File: config.mk
export PLATFORM = sky130hd
export DESIGN_NAME = z80_bus_arbiter
export DESIGN_NICKNAME = d
export VERILOG_FILES = /design/src/rtl/z80_bus_arbiter.sv
export SDC_FILE = /design/constraint.sdc
export NUM_CORES = 1
export LEC_CHECK = 0
export ABC_AREA = 1
export CAP_MARGIN = 25
export CORE_UTILIZATION = 46
export CTS_BUF_LIST = sky130_fd_sc_hd__clkbuf_8
export DETAILED_ROUTE_END_ITERATION = 16
export DONT_BUFFER_PORTS = 1
export PLACE_DENSITY = 0.71
export REMOVE_ABC_BUFFERS = 1
export SYNTH_ARGS = -nofsm -noshare
export SYNTH_HDL_FRONTEND = slang
export SYNTH_SLANG_ARGS = --single-unit
File: constraint.sdc
create_clock -name mclk -period 1.5 [get_ports mclk]
set_input_delay 0.3 -clock mclk [delete_from_list [all_inputs] [get_ports mclk]]
set_output_delay 0.3 -clock mclk [all_outputs]
set_load 0.01 [all_outputs]
File: src/rtl/z80_bus_arbiter.sv
// Z80 BUSRQ/BUSACK arbiter for two DMA channels with round-robin ties and a CPU gap between tenures.
// Optional tenure limit and o_expired pulse are compiled in with Z80_ARB_TENURE_LIMIT_EN.
module z80_bus_arbiter #(
  parameter int unsigned TENURE_MAX = 64,
  parameter int unsigned CPU_GAP    = 4
) (
  input  logic       mclk,
  input  logic       reset,
  input  logic [1:0] i_req,
  input  logic       i_busack_n,
  output logic       o_busrq_n,
  output logic [1:0] o_grant,
  output logic       o_bus_en,
  output logic       o_owner,
  output logic       o_expired
);

  typedef enum logic [2:0] {
    ST_IDLE,
    ST_REQ,
    ST_GRANT,
    ST_RELEASE,
    ST_GAP
  } state_t;

  localparam logic [3:0] GAP_LAST = 4'(CPU_GAP - 1);

  if (TENURE_MAX < 1 || TENURE_MAX > 255) begin : g_bad_tenure_max
    $error("TENURE_MAX must be in 1..255");
  end
  if (CPU_GAP < 1 || CPU_GAP > 15) begin : g_bad_cpu_gap
    $error("CPU_GAP must be in 1..15");
  end

  state_t     state, state_nxt;
  logic       busrq_n_nxt;
  logic [1:0] grant_nxt;
  logic       bus_en_nxt;
  logic       owner_nxt;
  logic [3:0] gap_cnt, gap_cnt_nxt;
  logic       winner;
  logic       limit_hit;

  // On a tie the channel that did not own the bus last time wins.
  assign winner = (i_req == 2'b11) ? ~o_owner : i_req[1];

`ifdef Z80_ARB_TENURE_LIMIT_EN
  localparam logic [7:0] TENURE_LAST = 8'(TENURE_MAX - 1);

  logic [7:0] tenure_cnt, tenure_cnt_nxt;
  logic       expired_nxt;

  assign limit_hit   = (tenure_cnt == TENURE_LAST);
  assign expired_nxt = (state == ST_GRANT) && i_req[o_owner] && limit_hit;

  always_comb begin
    tenure_cnt_nxt = tenure_cnt;
    if (state == ST_REQ) begin
      tenure_cnt_nxt = 8'd0;
    end else if (state == ST_GRANT && !limit_hit) begin
      tenure_cnt_nxt = tenure_cnt + 8'd1;
    end
  end

  always_ff @(posedge mclk or posedge reset) begin
    if (reset) begin
      tenure_cnt <= 8'd0;
      o_expired  <= 1'b0;
    end else begin
      tenure_cnt <= tenure_cnt_nxt;
      o_expired  <= expired_nxt;
    end
  end
`else
  assign limit_hit = 1'b0;
  assign o_expired = 1'b0;
`endif

  always_comb begin
    state_nxt   = state;
    busrq_n_nxt = o_busrq_n;
    grant_nxt   = o_grant;
    bus_en_nxt  = o_bus_en;
    owner_nxt   = o_owner;
    gap_cnt_nxt = gap_cnt;
    case (state)
      ST_IDLE: begin
        if (|i_req) begin
          busrq_n_nxt = 1'b0;
          state_nxt   = ST_REQ;
        end
      end
      ST_REQ: begin
        // BUSACK must be honoured even if every request vanished meanwhile.
        if (!i_busack_n) begin
          if (|i_req) begin
            state_nxt  = ST_GRANT;
            grant_nxt  = winner ? 2'b10 : 2'b01;
            bus_en_nxt = 1'b1;
            owner_nxt  = winner;
          end else begin
            state_nxt   = ST_RELEASE;
            busrq_n_nxt = 1'b1;
          end
        end
      end
      ST_GRANT: begin
        if (!i_req[o_owner] || limit_hit) begin
          state_nxt   = ST_RELEASE;
          grant_nxt   = 2'b00;
          bus_en_nxt  = 1'b0;
          busrq_n_nxt = 1'b1;
        end
      end
      ST_RELEASE: begin
        if (i_busack_n) begin
          state_nxt   = ST_GAP;
          gap_cnt_nxt = 4'd0;
        end
      end
      ST_GAP: begin
        if (gap_cnt == GAP_LAST) begin
          state_nxt = ST_IDLE;
        end else begin
          gap_cnt_nxt = gap_cnt + 4'd1;
        end
      end
      default: state_nxt = ST_IDLE;
    endcase
  end

  always_ff @(posedge mclk or posedge reset) begin
    if (reset) begin
      state     <= ST_IDLE;
      o_busrq_n <= 1'b1;
      o_grant   <= 2'b00;
      o_bus_en  <= 1'b0;
      o_owner   <= 1'b1;
      gap_cnt   <= 4'd0;
    end else begin
      state     <= state_nxt;
      o_busrq_n <= busrq_n_nxt;
      o_grant   <= grant_nxt;
      o_bus_en  <= bus_en_nxt;
      o_owner   <= owner_nxt;
      gap_cnt   <= gap_cnt_nxt;
    end
  end

endmodule
Fig. 1: PDN straps and rails
Scale bar: 10 um. Pins as bars on the die edge.
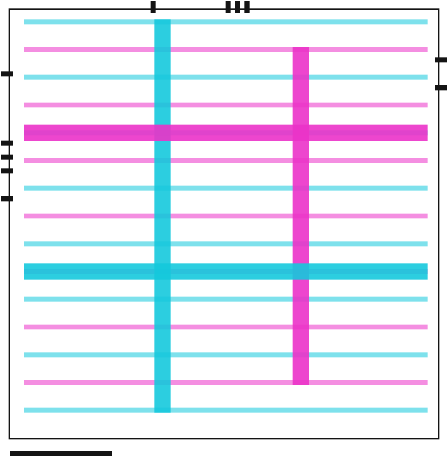
Key: VSS = cyan; VDD = magenta
2 straps on met5. 11 signal pins sit on the boundary. 15 met1 rails follow the rows. The core has 14 rows. 2 straps on met4.
Peak VDD IR: 0.001124 V
Die H: 41.96 um
core area: 1506 um^2

Fig. 2: cell classes on the final placement
Scale bar: 10 um.
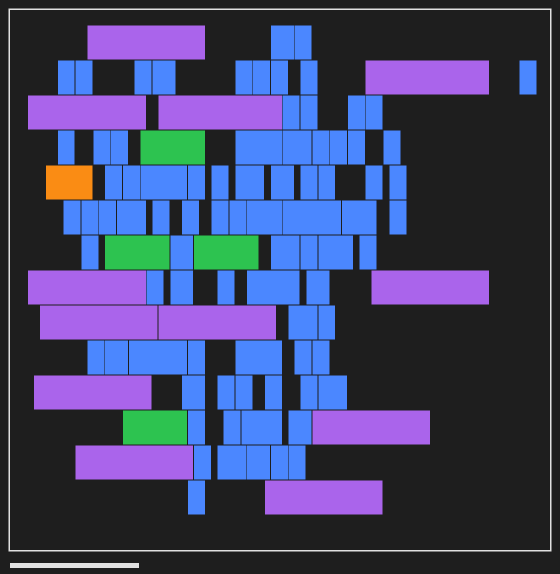
Key: combinational and other logic = blue [cells 83]; sequential cells = purple [cells 12]; clock drivers and dummy loads = green [cells 4]; remaining buffers and delay cells = orange [cells 1]

==> impl_metrics.toml <==
# yosys + openroad results
[status]
status = "finished, final reports clean"

[global_route]
grtUsageMet2_pct = 26.88
grt_pass1_vias = 588
use_met1_pct = 25.49
grt_pass1_wl_um = 2421
grt_max_degree = 13
met3_usage_pct = 4.348
antenna_found_initial = 0

[drt]
first_pass_iters = 4
postRouteAntennaNets = 0
drtIter0Drc = 7
drc = 0

[flow_run]
max_cap_violations = 0
warning_count = 25

[synth]
ys_cells = 98
syn_avg_cell_area_um2 = 7.494
top_cell_area_share_pct = 34.07
synth-main-ff-cell = "dfrtp_1"
synth_area_um2 = 734.5
top_cell = "nand2_1"
synth-seq-cells = 12
ys_chip_area_um2 = 734.5
ys_top_cells_by_count = "nand2_1 (31), inv_1 (12), dfrtp_1 (10)"

[sta]
fin_tns_setup_ps = 0
timing.fmax_mhz = 754.9
setup-violations-final = 0
hold_violations = 0
final.setup_skew_ps = 0.2481
slew_violations = 0

[power]
p_leak_uw = 0.0004324
total_power_uw = 1727

[die]
row_count = 14
fp.dieW_um = 41.96

[hold_path]
hold_path.class = "primary input to register"

[finish]
flop_area_um2 = 302.8
antenna_cells = 0
fin_cells = 116
drive_above_1_share_pct = 19.00
syn_to_final_growth_pct = 7.496

[setup_path]
end_kind = "register"
crit_required_ps = 1620
cp.arrival_ps = 1450
crit_type = "register to register"

[clock_tree]
clk_path_buf_depth = 2
cts-root-buf = "clkbuf_8"
cts_tree = "done"
h-tree-depth = 1
numCtsBuffers = 3

[placed_design]
dp_hpwl_um = 976.1
place_area_um2 = 724.4
place_inst = 111
Fig. 3: clock distribution
Scale bar: 10 um.
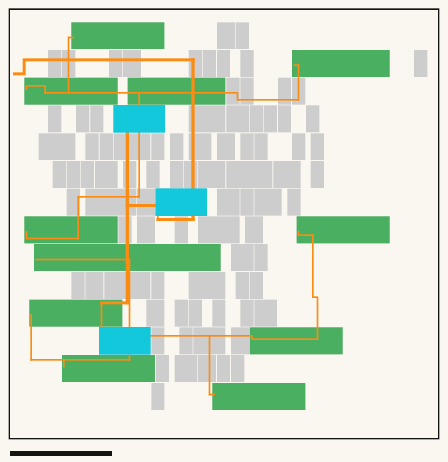
Key: clock drivers = cyan [count 3]; clock wires = orange [length 210 um]; flip-flops = green [count 12]
There are 4 routed clock nets.

[cell usage in the layout, fill, tap and decap left out]
master	count
nor2_1	9
inv_2	3
nor2_4	1
a21o_1	1
a21oi_1	2
o21bai_1	2
or2_2	1
nor2_2	1
xor2_1	1
inv_1	12
dfrtp_1	10
nand3_1	3
dlygate4sd3_1	1
ha_1	1
dfstp_2	2
nand4_2	1
nand3_2	3
nand4_1	2
clkbuf_8	4
o21ai_0	5
nand2_2	3
nand2_1	31
conb_1	1
[power breakdown]
group          total (uW)  internal (uW)  switching [uW]
registers             677            478             199
logic                 688            256             432
clock network         362            232             130
total                1730            967             760
[logic make-up after synthesis]
group | synth area share, %
other | 0.5106
buffers and inverters | 11.75
XOR/XNOR | 1.193
adder cells (fa/ha/maj) | 1.703
AND/OR/NAND/NOR | 35.77
AND-OR/OR-AND | 7.836
flip-flops | 41.23
[worst paths after layout]
check	from	end	slack (ps)
max	o_owner$_DFFE_PP1P_	state[0]$_DFFE_PP0P_	180
min	i_busack_n	o_bus_en$_DFFE_PP0P_	220
max reg2reg	o_owner$_DFFE_PP1P_	state[0]$_DFFE_PP0P_	180
min reg2reg	o_busrq_n$_DFFE_PP1P_	o_busrq_n$_DFFE_PP1P_	490
max in group asynchronous	reset	o_busrq_n$_DFFE_PP1P_	650
min in group asynchronous	reset	o_bus_en$_DFFE_PP0P_	510
[registers in the layout (all words and copies together) (netlist names)]
register and cells:
gap_cnt 4, state 3, o_grant 2, o_bus_en 1, o_busrq_n 1, o_owner 1
[critical path: stages, from the launching register on]
cell      delay [ps]
dfstp_2          570
inv_1             70
nand2_1           60
nand2_1           60
nand2_2          100
nand3_2          100
o21bai_1         150
nand2_1           90
[cell type report]
type / count / share of cell area, %
Multi-Input combinational cell: 68 / 43.74
Sequential cell: 12 / 38.35
Inverter: 15 / 7.132
Clock buffer: 4 / 6.973
Tap cell: 16 / 2.536
Timing Repair Buffer: 1 / 1.268
[per-stage QoR]
stage | setup WS [ps] | hold slack (ps)
after global placement | 247.1 | 227.4
after global routing | 56.05 | 231.6
after CTS | 183.9 | 219.0
after floorplan | 341.0 | 163.3
final | 175.4 | 220.9
after detailed placement | 229.0 | 235.8
[routing by layer]
| layer | part of all wire [%] | vias up |
|---|---|---|
| met2 | 43 | 14 |
| li1 | - | 304 |
| met4 | 2.5 | 0 |
| met5 | 0 | - |
| met1 | 49 | 265 |
| met3 | 4.9 | 5 |
[repair_timing]
item,in CTS,in global routing
hold buffers,1,0
endpoints found under the setup margin,0,0
setup buffers,0,0
hold endpoints to repair,10,0
gates resized,0,0
